File: src/rtl/div_bf16_seq.sv
// Iterative BF16 divider: bf1_in / bf2_in.
// Radix-2 restoring mantissa division produces one quotient bit per cycle.
// The result is rounded to nearest-even. Special operands skip the divide loop.
// Optional macro DIV_BF16_DBZ_FLAG_EN adds a div_by_zero flag output.
module div_bf16_seq #(
  parameter int          EXP_BIAS = 127,
  parameter logic [15:0] QNAN     = 16'h7FC0
) (
  input  logic        clk,
  input  logic        nRST,
  input  logic        start,
  input  logic [15:0] bf1_in,
  input  logic [15:0] bf2_in,
  output logic [15:0] bf_out,
  output logic        busy,
  output logic        done,
  output logic        overflow,
  output logic        underflow,
  output logic        invalid
`ifdef DIV_BF16_DBZ_FLAG_EN
  ,output logic       div_by_zero
`endif
);

  typedef enum logic [1:0] {S_IDLE, S_DIV, S_RND} state_t;

  state_t             r_state, w_next;
  logic               r_sign;
  logic signed [9:0]  r_exp;
  logic [9:0]         r_rem, r_div, r_q;
  logic [3:0]         r_cnt;
  logic               r_spec, r_spec_inv;
  logic [15:0]        r_spec_res;
  logic [15:0]        r_bf_out;
  logic               r_done, r_ovf, r_unf, r_inv;
`ifdef DIV_BF16_DBZ_FLAG_EN
  logic               r_spec_dbz, r_dbz;
`endif

  // ---------------- operand decode ----------------
  logic [7:0] w_e1, w_e2;
  logic [6:0] w_m1, w_m2;
  logic       w_zero1, w_zero2, w_inf1, w_inf2, w_nan1, w_nan2;
  logic       w_sign, w_special;
  logic [9:0] w_exp_diff;

  assign w_e1    = bf1_in[14:7];
  assign w_m1    = bf1_in[6:0];
  assign w_e2    = bf2_in[14:7];
  assign w_m2    = bf2_in[6:0];
  // Subnormals (exponent 0) are flushed: they count as zero.
  assign w_zero1 = (w_e1 == 8'h00);
  assign w_zero2 = (w_e2 == 8'h00);
  assign w_inf1  = (w_e1 == 8'hFF) && (w_m1 == 7'h0);
  assign w_inf2  = (w_e2 == 8'hFF) && (w_m2 == 7'h0);
  assign w_nan1  = (w_e1 == 8'hFF) && (w_m1 != 7'h0);
  assign w_nan2  = (w_e2 == 8'hFF) && (w_m2 != 7'h0);
  assign w_sign  = bf1_in[15] ^ bf2_in[15];
  assign w_special = w_nan1 | w_nan2 | w_zero1 | w_zero2 | w_inf1 | w_inf2;
  assign w_exp_diff = {2'b00, w_e1} - {2'b00, w_e2} + 10'(EXP_BIAS);

  // Special-case result, resolved in priority order (invalid first).
  logic [15:0] w_spec_res;
  logic        w_spec_inv, w_spec_dbz;
  always_comb begin
    w_spec_res = {w_sign, 15'h0};
    w_spec_inv = 1'b0;
    w_spec_dbz = 1'b0;
    if (w_nan1 | w_nan2 | (w_zero1 & w_zero2) | (w_inf1 & w_inf2)) begin
      w_spec_res = QNAN;
      w_spec_inv = 1'b1;
    end else if (w_inf1) begin
      w_spec_res = {w_sign, 8'hFF, 7'h0};
    end else if (w_inf2) begin
      w_spec_res = {w_sign, 15'h0};
    end else if (w_zero2) begin
      w_spec_res = {w_sign, 8'hFF, 7'h0};
      w_spec_dbz = 1'b1;
    end
  end

  // ---------------- divide step ----------------
  logic       w_ge;
  logic [9:0] w_rem_sub;
  assign w_ge      = (r_rem >= r_div);
  assign w_rem_sub = w_ge ? (r_rem - r_div) : r_rem;

  // ---------------- normalise + round ----------------
  logic [6:0]        w_frac_pre, w_frac_fin;
  logic              w_g, w_s, w_rnd_up;
  logic [7:0]        w_frac_sum;
  logic signed [9:0] w_exp_pre, w_exp_rnd;
  logic              w_ovf, w_unf;
  logic [15:0]       w_norm_res;

  // Quotient is in (0.5, 2): q[9] selects which bits form the mantissa.
  always_comb begin
    if (r_q[9]) begin
      w_frac_pre = r_q[8:2];
      w_g        = r_q[1];
      w_s        = r_q[0] | (r_rem != 10'd0);
      w_exp_pre  = r_exp;
    end else begin
      w_frac_pre = r_q[7:1];
      w_g        = r_q[0];
      w_s        = (r_rem != 10'd0);
      w_exp_pre  = r_exp - 10'sd1;
    end
  end

  assign w_rnd_up   = w_g & (w_s | w_frac_pre[0]);
  assign w_frac_sum = {1'b0, w_frac_pre} + {7'd0, w_rnd_up};
  assign w_frac_fin = w_frac_sum[7] ? 7'h0 : w_frac_sum[6:0];
  assign w_exp_rnd  = w_exp_pre + {9'd0, w_frac_sum[7]};
  assign w_ovf      = (w_exp_rnd >= 10'sd255);
  assign w_unf      = (w_exp_rnd <= 10'sd0);

  // Saturate to inf on overflow and flush to zero on underflow.
  always_comb begin
    if (w_ovf)      w_norm_res = {r_sign, 8'hFF, 7'h0};
    else if (w_unf) w_norm_res = {r_sign, 15'h0};
    else            w_norm_res = {r_sign, w_exp_rnd[7:0], w_frac_fin};
  end

  // ---------------- FSM ----------------
  // State register.
  always_ff @(posedge clk or negedge nRST) begin
    if (!nRST) r_state <= S_IDLE;
    else       r_state <= w_next;
  end

  // Next-state logic. start is only sampled in IDLE.
  always_comb begin
    w_next = r_state;
    case (r_state)
      S_IDLE: if (start) w_next = w_special ? S_RND : S_DIV;
      S_DIV:  if (r_cnt == 4'd9) w_next = S_RND;
      S_RND:  w_next = S_IDLE;
      default: w_next = S_IDLE;
    endcase
  end

  // Datapath: operand latch, divide iterations, result/flag registers.
  always_ff @(posedge clk or negedge nRST) begin
    if (!nRST) begin
      r_sign     <= 1'b0;
      r_exp      <= '0;
      r_rem      <= '0;
      r_div      <= '0;
      r_q        <= '0;
      r_cnt      <= '0;
      r_spec     <= 1'b0;
      r_spec_inv <= 1'b0;
      r_spec_res <= '0;
      r_bf_out   <= '0;
      r_done     <= 1'b0;
      r_ovf      <= 1'b0;
      r_unf      <= 1'b0;
      r_inv      <= 1'b0;
`ifdef DIV_BF16_DBZ_FLAG_EN
      r_spec_dbz <= 1'b0;
      r_dbz      <= 1'b0;
`endif
    end else begin
      r_done <= 1'b0;
      case (r_state)
        S_IDLE: begin
          if (start) begin
            r_sign     <= w_sign;
            r_exp      <= w_exp_diff;
            r_rem      <= {2'b01, w_m1, 1'b0} >> 1;
            r_div      <= {2'b01, w_m2, 1'b0} >> 1;
            r_q        <= '0;
            r_cnt      <= '0;
            r_spec     <= w_special;
            r_spec_inv <= w_spec_inv;
            r_spec_res <= w_spec_res;
`ifdef DIV_BF16_DBZ_FLAG_EN
            r_spec_dbz <= w_spec_dbz;
`endif
          end
        end
        S_DIV: begin
          r_q   <= {r_q[8:0], w_ge};
          r_rem <= {w_rem_sub[8:0], 1'b0};
          r_cnt <= r_cnt + 4'd1;
        end
        S_RND: begin
          r_done <= 1'b1;
          if (r_spec) begin
            r_bf_out <= r_spec_res;
            r_inv    <= r_spec_inv;
            r_ovf    <= 1'b0;
            r_unf    <= 1'b0;
`ifdef DIV_BF16_DBZ_FLAG_EN
            r_dbz    <= r_spec_dbz;
`endif
          end else begin
            r_bf_out <= w_norm_res;
            r_inv    <= 1'b0;
            r_ovf    <= w_ovf;
            r_unf    <= w_unf;
`ifdef DIV_BF16_DBZ_FLAG_EN
            r_dbz    <= 1'b0;
`endif
          end
        end
        default: ;
      endcase
    end
  end

`ifndef DIV_BF16_DBZ_FLAG_EN
  // Divide-by-zero still yields inf; only the flag output is absent.
  logic w_unused;
  assign w_unused = w_spec_dbz;
`endif

  assign bf_out    = r_bf_out;
  assign busy      = (r_state != S_IDLE);
  assign done      = r_done;
  assign overflow  = r_ovf;
  assign underflow = r_unf;
  assign invalid   = r_inv;
`ifdef DIV_BF16_DBZ_FLAG_EN
  assign div_by_zero = r_dbz;
`endif

endmodule

File: config.mk
export PLATFORM = sky130hd
export DESIGN_NAME = div_bf16_seq
export DESIGN_NICKNAME = d
export VERILOG_FILES = /design/src/rtl/div_bf16_seq.sv
export SDC_FILE = /design/constraint.sdc
export NUM_CORES = 1
export LEC_CHECK = 0
export CORE_MARGIN = 2
export CORE_UTILIZATION = 55
export CTS_BUF_LIST = sky130_fd_sc_hd__clkbuf_8
export DETAILED_ROUTE_END_ITERATION = 12
export DONT_BUFFER_PORTS = 1
export GPL_ROUTABILITY_DRIVEN = 1
export PLACE_DENSITY = 0.8
export SLEW_MARGIN = 0
export SYNTH_ARGS = -nofsm -noshare
export SYNTH_HDL_FRONTEND = slang
export SYNTH_SLANG_ARGS = --single-unit
File: constraint.sdc
create_clock -name clk -period 3.35 [get_ports clk]
set_input_delay 0.8375 -clock clk [delete_from_list [all_inputs] [get_ports clk]]
set_output_delay 0.8375 -clock clk [all_outputs]
set_load 0.05 [all_outputs]
==> run_1/placement.png <==
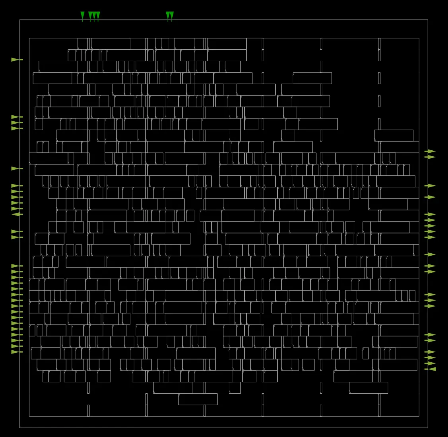
flip-flops: 69
post-route insts no fill: 664
Core ar.: 8300 um^2

==> run_1/logic_types.png <==
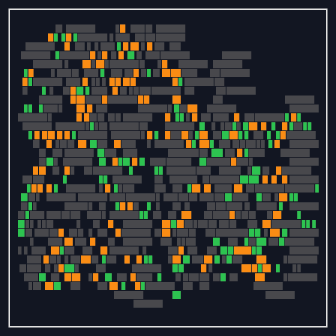
| colour | family | cells |
|---|---|---|
| orange | inverting AOI/OAI gates | 119 |
| green | NAND gates | 116 |
combinational fraction of the cell area: 55.7%
most frequent logic cell in the layout: nand2_1

==> run_1/layer_met2.png <==
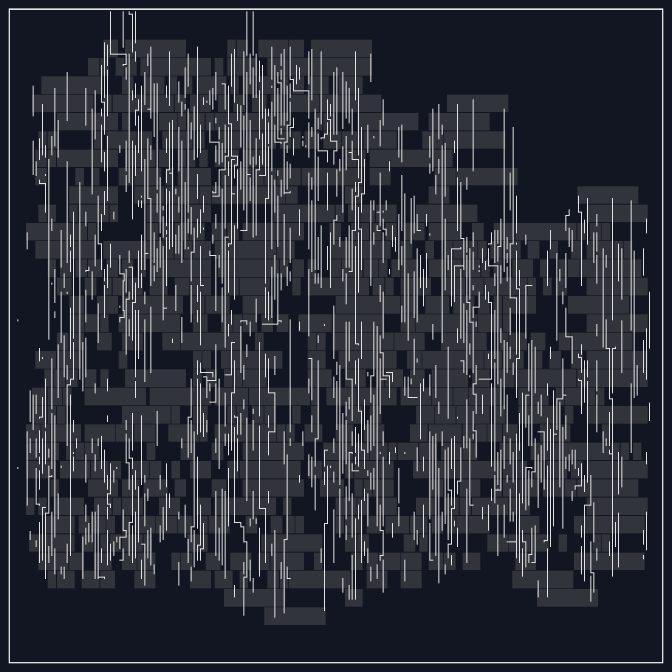
share of all routed wire: 45%
nets with wire on the layer: 495
longest straight run: 29.6 um
wire length on this layer: 4,640 um
vias post-DR: 3,999
WL final: 10.2 mm

==> results.toml, run 1 <==
# flow metrics
[status]
status = "finished clean"

[worst_setup_path]
rrSetupSlack_ns = 0.12
critPathKind = "reg2reg"
crit_path_end_kind = "flop"
reg2reg_to = "bf_out[13]"
worst_r2r_path_depth = 10
start_kind = "flop"
worstPathRequired_ns = 3.59

[clock_tree]
cts-root-buf = "clkbuf_8"
cts_tree = "built"
clock_path_buffers = 2

[floorplanning]
io_pins = 56
initCoreUtil_pct = 57.1
chipWidth_um = 96.8
die-area_um2 = 9380

[flow_run]
drv_cap = 0

[logic_synthesis]
edf_count = 0
synth-async-reset-ratio_pct = 100
fp_nets = 618
top_area_cell = "dfrtp_1"
ys_sh_mux_pct = 2.53
flop_cell = "dfrtp_1"
synth_area_per_cell_um2 = 8.49
synth-seq-cells = 69
yosysMostFrequentCell = "nand2_1"

[grt]
grt_max_degree = 70
overflow = 0
grt_usage_pct = 22.0
met2_usage_pct = 35.0
antenna_found_initial = 0
grt-busiest-layer = "met2"

[final_layout]
regArea_um2 = 1730
drive_above_1_share_pct = 9.30
syn_to_final_growth_pct = 7.02
logic_area_um2 = 2830
antennaDiodeCount = 0

[power]
p_per_area_nw_per_um2 = 985
power_leader = "combinational cells"
combinationalPowerShare_pct = 50.7
p_seq_share_pct = 37.9

[placement]
place_congestion = 0.865
dp_hpwl_mm = 7.80

[routing]
wl_met2_mm = 4.64
drt_pre_antenna_iters = 5
route.met3.wl_um = 604
antenna_left = 0

[min_path]
hp-class = "in2async"

[final_timing]
hold_ws_ns = 0.177
hold_violations = 0
setup_viol = 0
max_freq_mhz = 310
[run 1: cell usage in the layout, fill, tap and decap left out, types with 15 or more instances in the layout]
cell / synthesis / layout
o21ai_0: 58 / 58
nor2_1: 38 / 38
xnor2_1: 19 / 19
a21oi_1: 17 / 16
ha_1: 23 / 21
inv_1: 31 / 34
nand3_1: 18 / 17
nand2_1: 73 / 73
nor3_1: 15 / 15
dfrtp_1: 69 / 68
[run 1: worst max path at each step]
stage | from | end | slack [ns] | depth (start not counted)
6_report | r_exp[0] | bf_out[13] | 0.12 | 10
5_1_grt | r_exp[0] | bf_out[13] | 0.002 | 10
4_1_cts | r_q[9] | bf_out[13] | 0.06 | 12
3_5_place_dp | r_q[9] | bf_out[13] | 0.09 | 12
3_3_place_gp | r_q[9] | bf_out[13] | 0.17 | 12
2_1_floorplan | r_q[9] | bf_out[13] | 0.001 | 15
[run 1: worst max-delay path, cell delays in order, from the launching register on]
cell and delay (ns):
dfrtp_1 0.38, inv_1 0.08, ha_1 0.16, or3b_2 0.49
or4_1 0.53, o21ai_2 0.09, or4b_4 0.52, xnor2_4 0.18
or2_4 0.26, o31a_4 0.35, o311ai_1 0.09
[run 1: area by class of cell]
class | instances | share of cell area [%]
timing repair buffer | 13 | 2.17
inverter | 31 | 2.29
clock inverter | 5 | 0.419
sequential | 69 | 34.1
tap | 105 | 2.59
clock buffer | 10 | 2.71
multi-input combinational | 431 | 55.7
[run 1: flip-flops by register name, summed over array words and instances, names as in the netlist, 2 cells and up]
signal and cells:
r_div 8, r_q 10, r_rem 10, r_exp 10, bf_out 16, r_spec_res 3, r_cnt 4, r_state 2
[run 1: through the flow]
step	total power, mW	cells
after floorplan	3.84	558
after global placement	4.27	648
after detailed placement	4.39	648
after CTS	4.98	663
after global routing	5.41	664
final	5.00	664
==> run_1/clk_routes.png <==
Scale bar: 20 um.
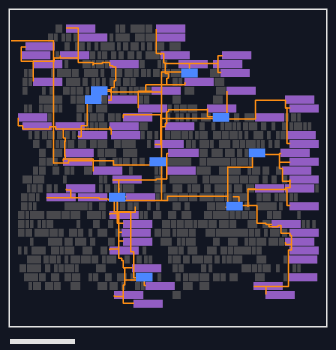

==> inputs of run 2 (changes only) <==
Settings changed: PLACE_DENSITY 0.8 to 0.73.
==> run_2/clk_routes.png <==
Scale bar: 20 um.
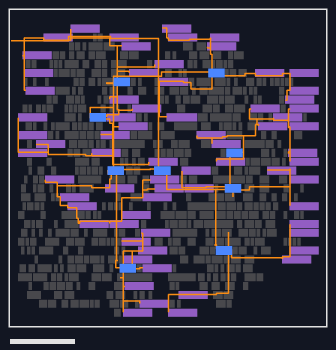
[orange] clock wires | length: 919 um
[blue] clock drivers | count: 9
[purple] flip-flops | count: 69
routed clock nets: 10
P_clk: 0.815 mW
Clock Power Share: 15.5%
Late-Pin Clk Latency: 0.35 ns

==> run_2/placement.png <==
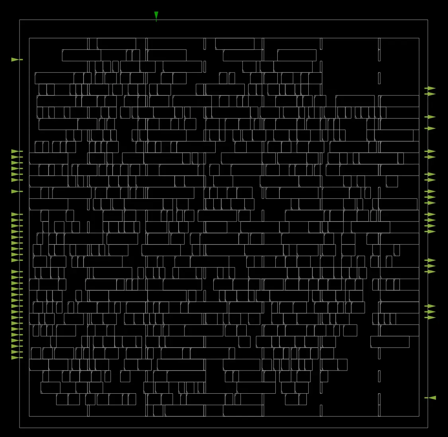
fin util: 62.6%
fraction of area in registers: 33.3%
tap cells: 105
filler cell count: 714
std cell rows: 33

==> results.toml, run 2 <==
# flow metrics
[worst_setup_path]
cp-startpoint = "r_q[9]"
crit_path_end_kind = "flop"
start_kind = "flop"
critPathKind = "reg2reg"
worstPathRequired_ns = 3.60

[grt]
grt_max_degree = 70
grt_usage_pct = 22.5
overflow = 0
antenna_found_initial = 0

[final_layout]
final_cell_mix = "nand2_1 (73), dfrtp_1 (68), o21ai_0 (58)"
fin_cells = 669
syn_to_final_growth_pct = 9.61
drive_above_1_share_pct = 10.6
largest_reg_flops = 16

[routing]
drt_pre_antenna_iters = 4
antenna_left = 0
routed_wl_mm = 10.2
vias = 3990

[logic_synthesis]
synth-seq-cells = 69
yosysMostFrequentCell = "nand2_1"
edf_count = 0
top_area_cell = "dfrtp_1"
synth_area_per_cell_um2 = 8.49

[floorplanning]
die-area_um2 = 9380
chipWidth_um = 96.8
initCoreUtil_pct = 57.1
coreArea_um2 = 8300
io_pins = 56

[placement]
portBuffers = 0
place_congestion = 0.915
dp_cells = 652

[final_timing]
setup_viol = 0
max_freq_mhz = 309
hold_violations = 0
hold_ws_ns = 0.174

[flow_run]
drv_cap = 0

[power]
p_per_area_nw_per_um2 = 1010
peakVddDrop_mv = 0.521
power_mw = 5.25

[min_path]
hp-class = "in2async"

[status]
status = "finished clean"

[clock_tree]
cts_tree = "built"
clock_path_buffers = 2
run 2: worst max-delay path, cell delays in order, from the launching register on:
cell      delay [ns]
dfrtp_2         0.44
buf_12          0.17
or3b_2          0.48
or4_1           0.53
o21ai_2         0.10
or4b_4          0.53
xnor2_4         0.18
or2_4           0.26
o31a_4          0.36
o311ai_1        0.09
run 2: layout make-up:
cell class                      count  area, um^2
Fill cell                         714        3100
Clock inverter                      4        77.6
Sequential cell                    69        1730
Timing Repair Buffer               17         140
Tap cell                          105         131
Inverter                           31         116
Multi-Input combinational cell    431        2840
Clock buffer                       12         165
run 2: power breakdown:
part           total (mW)  internal [mW]  leakage, nW  switching, mW
Clock               0.815          0.484        0.123          0.330
Sequential           1.86           1.17        0.876          0.683
Combinational        2.58           1.10         1.25           1.47
Total                5.25           2.76         2.25           2.49
run 2: path summary, 6_finish.rpt:
check	slack (ns)	cells past startpoint	to
min reg2reg	0.46	2	r_div[7]
max reg2reg	0.11	9	bf_out[13]
max in group asynchronous	3.04	0	r_exp[4]
min in group clk	0.46	2	r_div[7]
min	0.17	0	bf_out[2]
max	0.11	9	bf_out[13]
run 2: cell families after synthesis:
group | after synthesis | synth area share [%]
XOR/XNOR | 31 | 6.12
AND/OR/NAND/NOR | 221 | 24.0
adder cells (fa/ha/maj) | 25 | 6.92
AND-OR/OR-AND | 142 | 19.1
multiplexers | 12 | 2.53
flip-flops | 69 | 36.4
buffers and inverters | 58 | 4.88
run 2: routing by layer:
metal | vias up | track usage (%) | part of all wire, %
li1 | 1994 | - | -
met3 | 17 | 5.27 | 6.0
met5 | - | 0 | 0
met2 | 110 | 35.1 | 45
met1 | 1869 | 30.7 | 47
met4 | 0 | 8.13 | 1.8
run 2: what timing repair did:
item | CTS | global route
gates resized | 0 | 4
setup endpoints to repair | 0 | 17
buffers inserted | 0 | 1
==> inputs of run 3 (changes only) <==
Settings changed: SLEW_MARGIN 0 to 20.
==> run_3/clk_routes.png <==
Scale bar: 20 um.
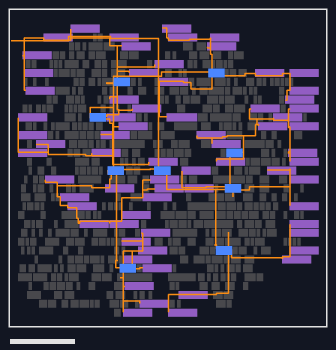
[blue] clock drivers | count: 9
[purple] flip-flops | count: 69
[orange] clock wires | length: 919 um
routed clock nets: 10
flops lie: all over the die
Final Skew: 0.0117 ns

==> results.toml, run 3 <==
# flow metrics
[worst_setup_path]
critPathKind = "reg2reg"
slowest_delay_ns = 0.53
start_kind = "flop"
worstPathCellList = "buf_12 > or3b_2 > or4_1 > o21ai_2 > or4b_4 > xnor2_4 > or2_4 > o31a_4 > o311ai_1"
crit_path_end_kind = "flop"
crit_buf_inv = 1
worstPathRequired_ns = 3.60
cp.depth = 9
path_delay_family = "simple AND/OR/NAND/NOR gates"
cp_slowest_cell = "or4_1"

[grt]
grt_util_met1_pct = 30.7
grt-busiest-layer = "met2"
use_met3_pct = 5.27
antenna_found_initial = 0
overflow = 0
grt_max_degree = 70
grt_usage_pct = 22.5

[routing]
drt_pre_antenna_iters = 4
route.met3.wl_um = 617
wl_met1_mm = 4.82
wl_met2_mm = 4.61
routed_wl_mm = 10.2
highest_layer = "met4"
antenna_left = 0
vias = 3990

[placement]
portBuffers = 0
dp_cells = 652

[min_path]
hp-class = "in2async"

[logic_synthesis]
top_area_cell = "dfrtp_1"
synth-seq-cells = 69
flop_cell = "dfrtp_1"
yosysMostFrequentCell = "nand2_1"
synth_area_per_cell_um2 = 8.49
edf_count = 0

[final_timing]
hold_violations = 0
max_freq_mhz = 309
setup_viol = 0

[final_layout]
syn_to_final_growth_pct = 9.61
mostFrequentLayoutCell = "nand2_1"
final_cell_mix = "nand2_1 (73), dfrtp_1 (68), o21ai_0 (58)"
antennaDiodeCount = 0
drive_above_1_share_pct = 10.6

[power]
peakVddDrop_mv = 0.521
p_per_area_nw_per_um2 = 1010

[floorplanning]
io_pins = 56
num_rows = 33
coreArea_um2 = 8300

[clock_tree]
cts_tree = "built"
cts_resized = 0
cts_setup_buffers = 0
clkLatencyLatePin_ns = 0.35
clock_path_buffers = 2
cts-root-buf = "clkbuf_8"

[status]
status = "finished clean"
==> run_3/logic_types.png <==
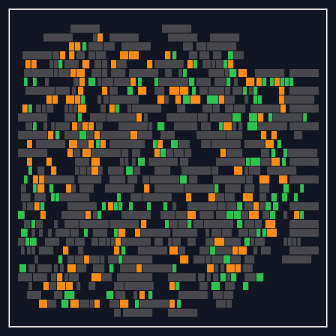
| colour | family | cells | where |
|---|---|---|---|
| green | NAND gates | 116 | all over the die |
| orange | inverting AOI/OAI gates | 119 | all over the die |
combinational fraction of the cell area: 54.6%
post-route insts no fill: 669

-- run 3: final cells by class --
class,count,area [um^2]
well taps,105,131
clock buffers,12,165
repair buffers,17,140
multi-input cells,431,2840
inverters,31,116
clock inverters,4,77.6
fillers,714,3100
flip-flops and latches,69,1730
-- run 3: per-stage QoR --
| step | utilization, % | hold WS, ns | area (um^2) | total power, mW |
|---|---|---|---|---|
| 2_1_floorplan | - | 0.418 | 4780 | 3.84 |
| 3_3_place_gp | 59.3 | 0.444 | 4920 | 4.34 |
| 3_5_place_dp | 59.3 | 0.444 | 4920 | 4.41 |
| 4_1_cts | 62.2 | 0.162 | 5170 | 5.24 |
| 5_1_grt | 62.6 | 0.151 | 5190 | 5.68 |
| 6_report | 62.6 | 0.174 | 5190 | 5.25 |
-- run 3: cell families after synthesis --
kind of cell / after synthesis / share of synthesized area (%)
muxes: 12 / 2.53
adders and majority gates: 25 / 6.92
AOI/OAI and AO/OA: 142 / 19.1
and+or+nand+nor: 221 / 24.0
xor gates and xnor gates: 31 / 6.12
buffers and inverters: 58 / 4.88
DFF: 69 / 36.4
-- run 3: where the power goes --
group | internal (mW) | total (mW) | switching [mW]
Sequential | 1.17 | 1.86 | 0.683
Clock | 0.484 | 0.815 | 0.330
Combinational | 1.10 | 2.58 | 1.47
Total | 2.76 | 5.25 | 2.49
-- run 3: final timing paths --
check | start | to | slack, ns
worst max-delay path | r_q[9] | bf_out[13] | 0.11
worst min-delay path | nRST | bf_out[2] | 0.17
worst max register to register | r_q[9] | bf_out[13] | 0.11
worst min register to register | r_div[7] | r_div[7] | 0.46
max in group asynchronous | nRST | r_exp[4] | 3.04
min in group clk | r_div[7] | r_div[7] | 0.46
Power figures rest on the tool's default switching activity, not on a simulated workload.
